### src/rtl/token_serializer_pkg.sv
// Shared attention-pipeline definitions: FSM encoding and token-slice sizing.
package token_serializer_pkg;

   typedef enum logic {
      ST_IDLE = 1'b0,
      ST_SEND = 1'b1
   } state_t;

   function automatic int unsigned tok_w(input int unsigned data_width,
                                         input int unsigned token_dim);
      return data_width * token_dim;
   endfunction

endpackage

### src/rtl/token_serializer_dff_en.sv
// Register primitive with load enable; clears asynchronously on active-low reset.
module dff_en #(
   parameter int unsigned WIDTH = 1
) (
   input  logic             clk,
   input  logic             rst_n,
   input  logic             en,
   input  logic [WIDTH-1:0] d,
   output logic [WIDTH-1:0] q
);

   logic [WIDTH-1:0] r_q;

   always_ff @(posedge clk or negedge rst_n) begin
      if (!rst_n) begin
         r_q <= '0;
      end else if (en) begin
         r_q <= d;
      end
   end

   assign q = r_q;

endmodule

### src/rtl/token_serializer.sv
// Buffers one attention frame and emits it token by token over a valid/ready stream.
module token_serializer
   import token_serializer_pkg::*;
#(
   parameter int unsigned DATA_WIDTH = 16,
   parameter int unsigned TOKEN_DIM  = 4,
   parameter int unsigned TOKEN_NUM  = 8
) (
   input  logic                                  clk,
   input  logic                                  rst_n,
   input  logic [DATA_WIDTH*TOKEN_DIM*TOKEN_NUM-1:0] frame_in,
   input  logic                                  in_valid,
   output logic                                  in_ready,
   output logic [DATA_WIDTH*TOKEN_DIM-1:0]       tok_out,
   output logic [$clog2(TOKEN_NUM)-1:0]          tok_idx,
   output logic                                  out_valid,
   input  logic                                  out_ready,
   output logic                                  out_last,
   output logic [15:0]                           frame_cnt
);

   localparam int unsigned TOK_W   = tok_w(DATA_WIDTH, TOKEN_DIM);
   localparam int unsigned FRAME_W = TOK_W * TOKEN_NUM;
   localparam int unsigned IDX_W   = $clog2(TOKEN_NUM);
   localparam logic [IDX_W-1:0] LAST_IDX = IDX_W'(TOKEN_NUM - 1);

   state_t             r_state;
   state_t             w_next_state;
   logic [IDX_W-1:0]   r_idx;
   logic [15:0]        r_frame_cnt;
   logic [FRAME_W-1:0] w_buf;
   logic               w_in_ready;
   logic               w_out_valid;
   logic               w_last;
   logic               w_in_hs;
   logic               w_out_hs;

   dff_en #(
      .WIDTH (FRAME_W)
   ) u_frame_buf (
      .clk   (clk),
      .rst_n (rst_n),
      .en    (w_in_hs),
      .d     (frame_in),
      .q     (w_buf)
   );

   // in_ready in SEND depends on out_ready so a new frame can load on the
   // same edge the last token leaves, giving zero-bubble back-to-back frames.
   always_comb begin
      w_next_state = r_state;
      w_out_valid  = 1'b0;
      w_last       = 1'b0;
      w_in_ready   = 1'b0;
      unique case (r_state)
         ST_IDLE: begin
            w_in_ready = 1'b1;
            if (in_valid) begin
               w_next_state = ST_SEND;
            end
         end
         ST_SEND: begin
            w_out_valid = 1'b1;
            w_last      = (r_idx == LAST_IDX);
            w_in_ready  = w_last && out_ready;
            if (w_last && out_ready && !in_valid) begin
               w_next_state = ST_IDLE;
            end
         end
         default: w_next_state = ST_IDLE;
      endcase
   end

   assign w_in_hs  = in_valid && w_in_ready;
   assign w_out_hs = w_out_valid && out_ready;

   always_ff @(posedge clk or negedge rst_n) begin
      if (!rst_n) begin
         r_state <= ST_IDLE;
      end else begin
         r_state <= w_next_state;
      end
   end

   always_ff @(posedge clk or negedge rst_n) begin
      if (!rst_n) begin
         r_idx <= '0;
      end else if (w_in_hs) begin
         r_idx <= '0;
      end else if (w_out_hs) begin
         r_idx <= w_last ? '0 : r_idx + 1'b1;
      end
   end

   always_ff @(posedge clk or negedge rst_n) begin
      if (!rst_n) begin
         r_frame_cnt <= '0;
      end else if (w_out_hs && w_last) begin
         r_frame_cnt <= r_frame_cnt + 16'd1;
      end
   end

   assign tok_out   = w_buf[r_idx*TOK_W +: TOK_W];
   assign tok_idx   = r_idx;
   assign out_valid = w_out_valid;
   assign out_last  = w_last;
   assign in_ready  = w_in_ready;
   assign frame_cnt = r_frame_cnt;

endmodule

### config.mk
export PLATFORM = sky130hd
export DESIGN_NAME = token_serializer
export DESIGN_NICKNAME = d
export VERILOG_FILES = /design/src/rtl/token_serializer_pkg.sv /design/src/rtl/token_serializer_dff_en.sv /design/src/rtl/token_serializer.sv
export SDC_FILE = /design/constraint.sdc
export NUM_CORES = 1
export LEC_CHECK = 0
export CAP_MARGIN = 10
export CORE_AREA = 10 10 256 319
export DETAILED_ROUTE_END_ITERATION = 8
export DIE_AREA = 0 0 266 329
export SLEW_MARGIN = 10
export SYNTH_ARGS = -nofsm -noshare
export SYNTH_HDL_FRONTEND = slang
export SYNTH_SLANG_ARGS = --single-unit
export TNS_END_PERCENT = 50
### constraint.sdc
create_clock -name clk -period 3.1 [get_ports clk]
set_clock_uncertainty 0.1 [all_clocks]
set_input_delay 0.465 -clock clk [delete_from_list [all_inputs] [get_ports clk]]
set_output_delay 0.465 -clock clk [all_outputs]
set_load 0.03 [all_outputs]
==> deck_impl_summary.md <==
Synthesis and Place & Route Summary

Run status
  – Outcome: finished, violations left
  – Violated checks: negative setup slack

Worst setup path
  – Slowest stage cell on the critical path: sky130_fd_sc_hd__mux4_2
  – Launching instance or port of the critical path: tok_idx[0]
  – Most frequent CP cell: sky130_fd_sc_hd__buf_12
  – Endpoint of the lowest-slack register-to-register path: u_frame_buf.q[495]
  – Ordered cell list for the critical path: buf_12, buf_16, buf_12, mux4_2, mux2_4, buf_6
  – Critical Path Sink Type: output pin

Global routing
  – Pin count of the biggest net entering global routing: slightly below 90
  – Wire length of the first global-routing pass: 119000 um

Synthesis
  – Area of the synthesized netlist per yosys stat: approximately 26000 um^2
  – Flops out of synthesis: between 500 and 600

Clocking
  – Cell at the root of the clock tree: sky130_fd_sc_hd__clkbuf_16
  – CTS sink count: about 530
  – Depth of the CTS H-tree: 2

Timing
  – Total of endpoints with negative setup slack in the final report: 10
  – Setup WS post-layout: -0.0453 ns

Hold path
  – Hold/Removal Path Class: primary input to async pin

Detailed routing
  – Average detailed-routed wire length per instance: roughly 26 um
  – Count of routing violations after the opening detailed-route iteration: between 700 and 800

Cells and area
  – Area growth, synth to finish: 36.3%

Power and ir drop
  – LEAKAGE: around 15 nW
## metal layers
layer / share of wire [%] / up-vias / wire (um) / track usage, %
met2: 49 / 505 / 39300 / 30.0
met1: 41 / 7725 / 33300 / 22.7
met3: 7.9 / 111 / 6340 / 6.06
met4: 1.7 / 32 / 1370 / 4.46
met5: 0.28 / - / 226 / 0
li1: - / 6514 / - / -
## worst max-delay path, delay by kind of cell (launching register included)
family / cells / cell delay (ns)
mux: 2 / 0.84
buf+inv: 4 / 0.60
flops: 1 / 0.52
## where the power goes
part	switching [W]	total, W	internal, W
Clock	0.00294	0.00705	0.00411
Combinational	0.00623	0.0161	0.00991
Sequential	0.00205	0.0123	0.0103
## synthesized netlist by cell type (all sizes together)
cell,n
a21oi,1
a22o,1
and2,3
and3,3
and4,2
buf,82
clkbuf,11
dfrtp,532
ha,3
inv,2
mux2,578
mux2i,1
mux4,128
nand2,9
nand3,4
nand4,5
nor2,6
nor3,2
or2b,1
xnor2,9
xor2,6
## stage by stage
stage / setup slack (ns) / std cells
finish: -0.0453 / 3085
global route: -0.138 / 3079
CTS: -0.139 / 3060
detailed placement: 0.225 / 2924
global placement: 0.238 / 2924
floorplan: 0.689 / 1389
## final cells by class
cell class / instances / area (um^2)
inverter: 2 / 7.51
multi-input combinational: 762 / 11600
timing repair buffer: 688 / 7370
clock inverter: 17 / 128
fill: 6546 / 40000
clock buffer: 92 / 1820
sequential: 532 / 13300
antenna: 15 / 37.5
tap: 977 / 1220
## timing repair
action                                  CTS  global route
endpoints found under the hold margin    50             0
hold buffers                              1             0
gates cloned                              7             1
endpoints found under the setup margin   62            45
pin swaps                                 0             0
buffers inserted                         19            10
gates resized                           265            13
## registers in the layout, summed over array words and instances (netlist names)
register and count:
u_frame_buf.q 512, tok_idx 3, r_state 1, frame_cnt 16
## logic make-up after synthesis
family          after synthesis  synth area share [%]
compound gates                2                0.0528
xor+xnor                     15                 0.504
fa+ha+maj                     3                 0.144
buf+inv                      95                  4.75
flops                       532                  51.0
mux                         707                  42.8
simple gates                 35                 0.710
## worst min path at each step
stage                      from            endpoint  slack [ns]  cells after the start
after global placement    rst_n  u_frame_buf.q[349]        0.35                      1
after global routing      rst_n  u_frame_buf.q[349]        0.31                      2
after CTS                 rst_n  u_frame_buf.q[483]        0.27                      2
final                     rst_n  u_frame_buf.q[349]        0.30                      2
after floorplan           rst_n        frame_cnt[0]        0.07                      0
after detailed placement  rst_n  u_frame_buf.q[349]        0.36                      1
**Supply network**

The bar under the picture is 100 um long. Pins as bars on the die edge. Tap cells in grey.
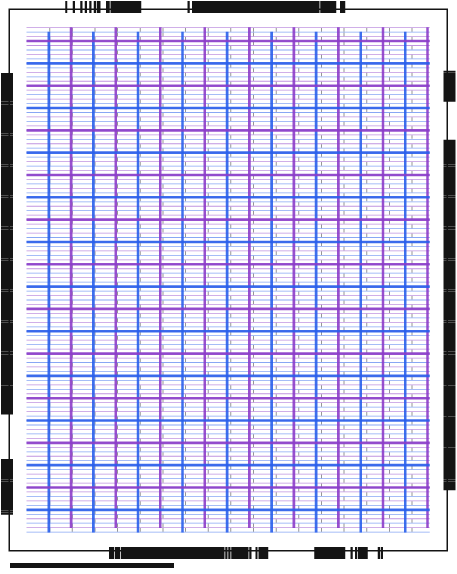
| colour | net |
|---|---|
| blue | VSS |
| purple | VDD |
met4 straps: 18
tap cells: 977
signal pins: 602
Peak supply drop: 666 uV
total core area: 75500 um^2
width of the die: 266 um

**Placed cells, one colour a class**

The bar under the picture is 100 um long.
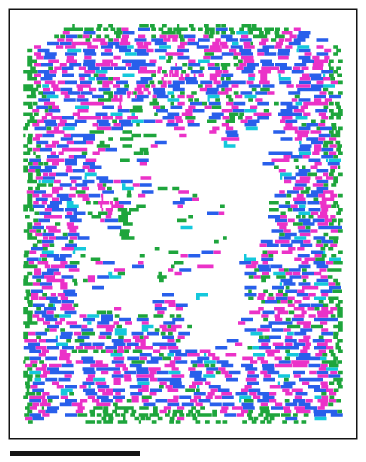
| colour | class | cells | share of their area |
|---|---|---|---|
| green | remaining buffers and delay cells | 688 | 22% |
| magenta | combinational and other logic | 764 | 34% |
| cyan | clock drivers and dummy loads | 109 | 5.7% |
| blue | sequential cells | 532 | 39% |

**Routed clock nets over the placement**

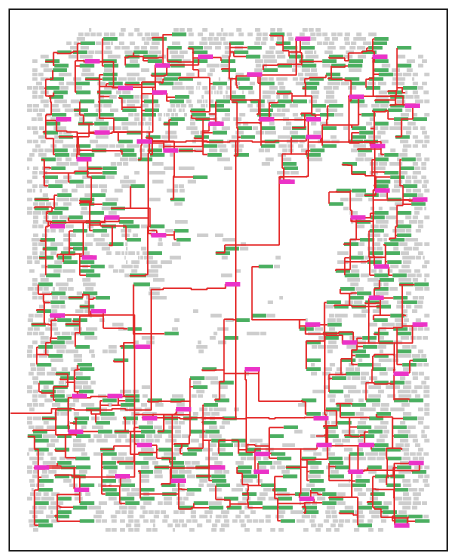
[magenta] clock drivers | count: 59
[red] clock wires | length: 7830 um
[green] flip-flops | count: 532
flops lie: all over the die
routed clock nets: 60

**Wiring by layer**

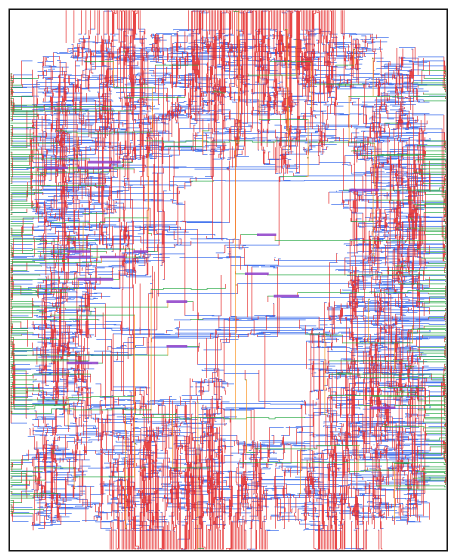
| colour | layer | wire length |
|---|---|---|
| purple | metal 5 | 226 um |
| orange | metal 4 | 1370 um |
| red | metal 2 | 39.3 mm |
| blue | metal 1 | 33.3 mm |
| green | metal 3 | 6340 um |

No activity file was given, so power comes from the tool's default toggle rates.
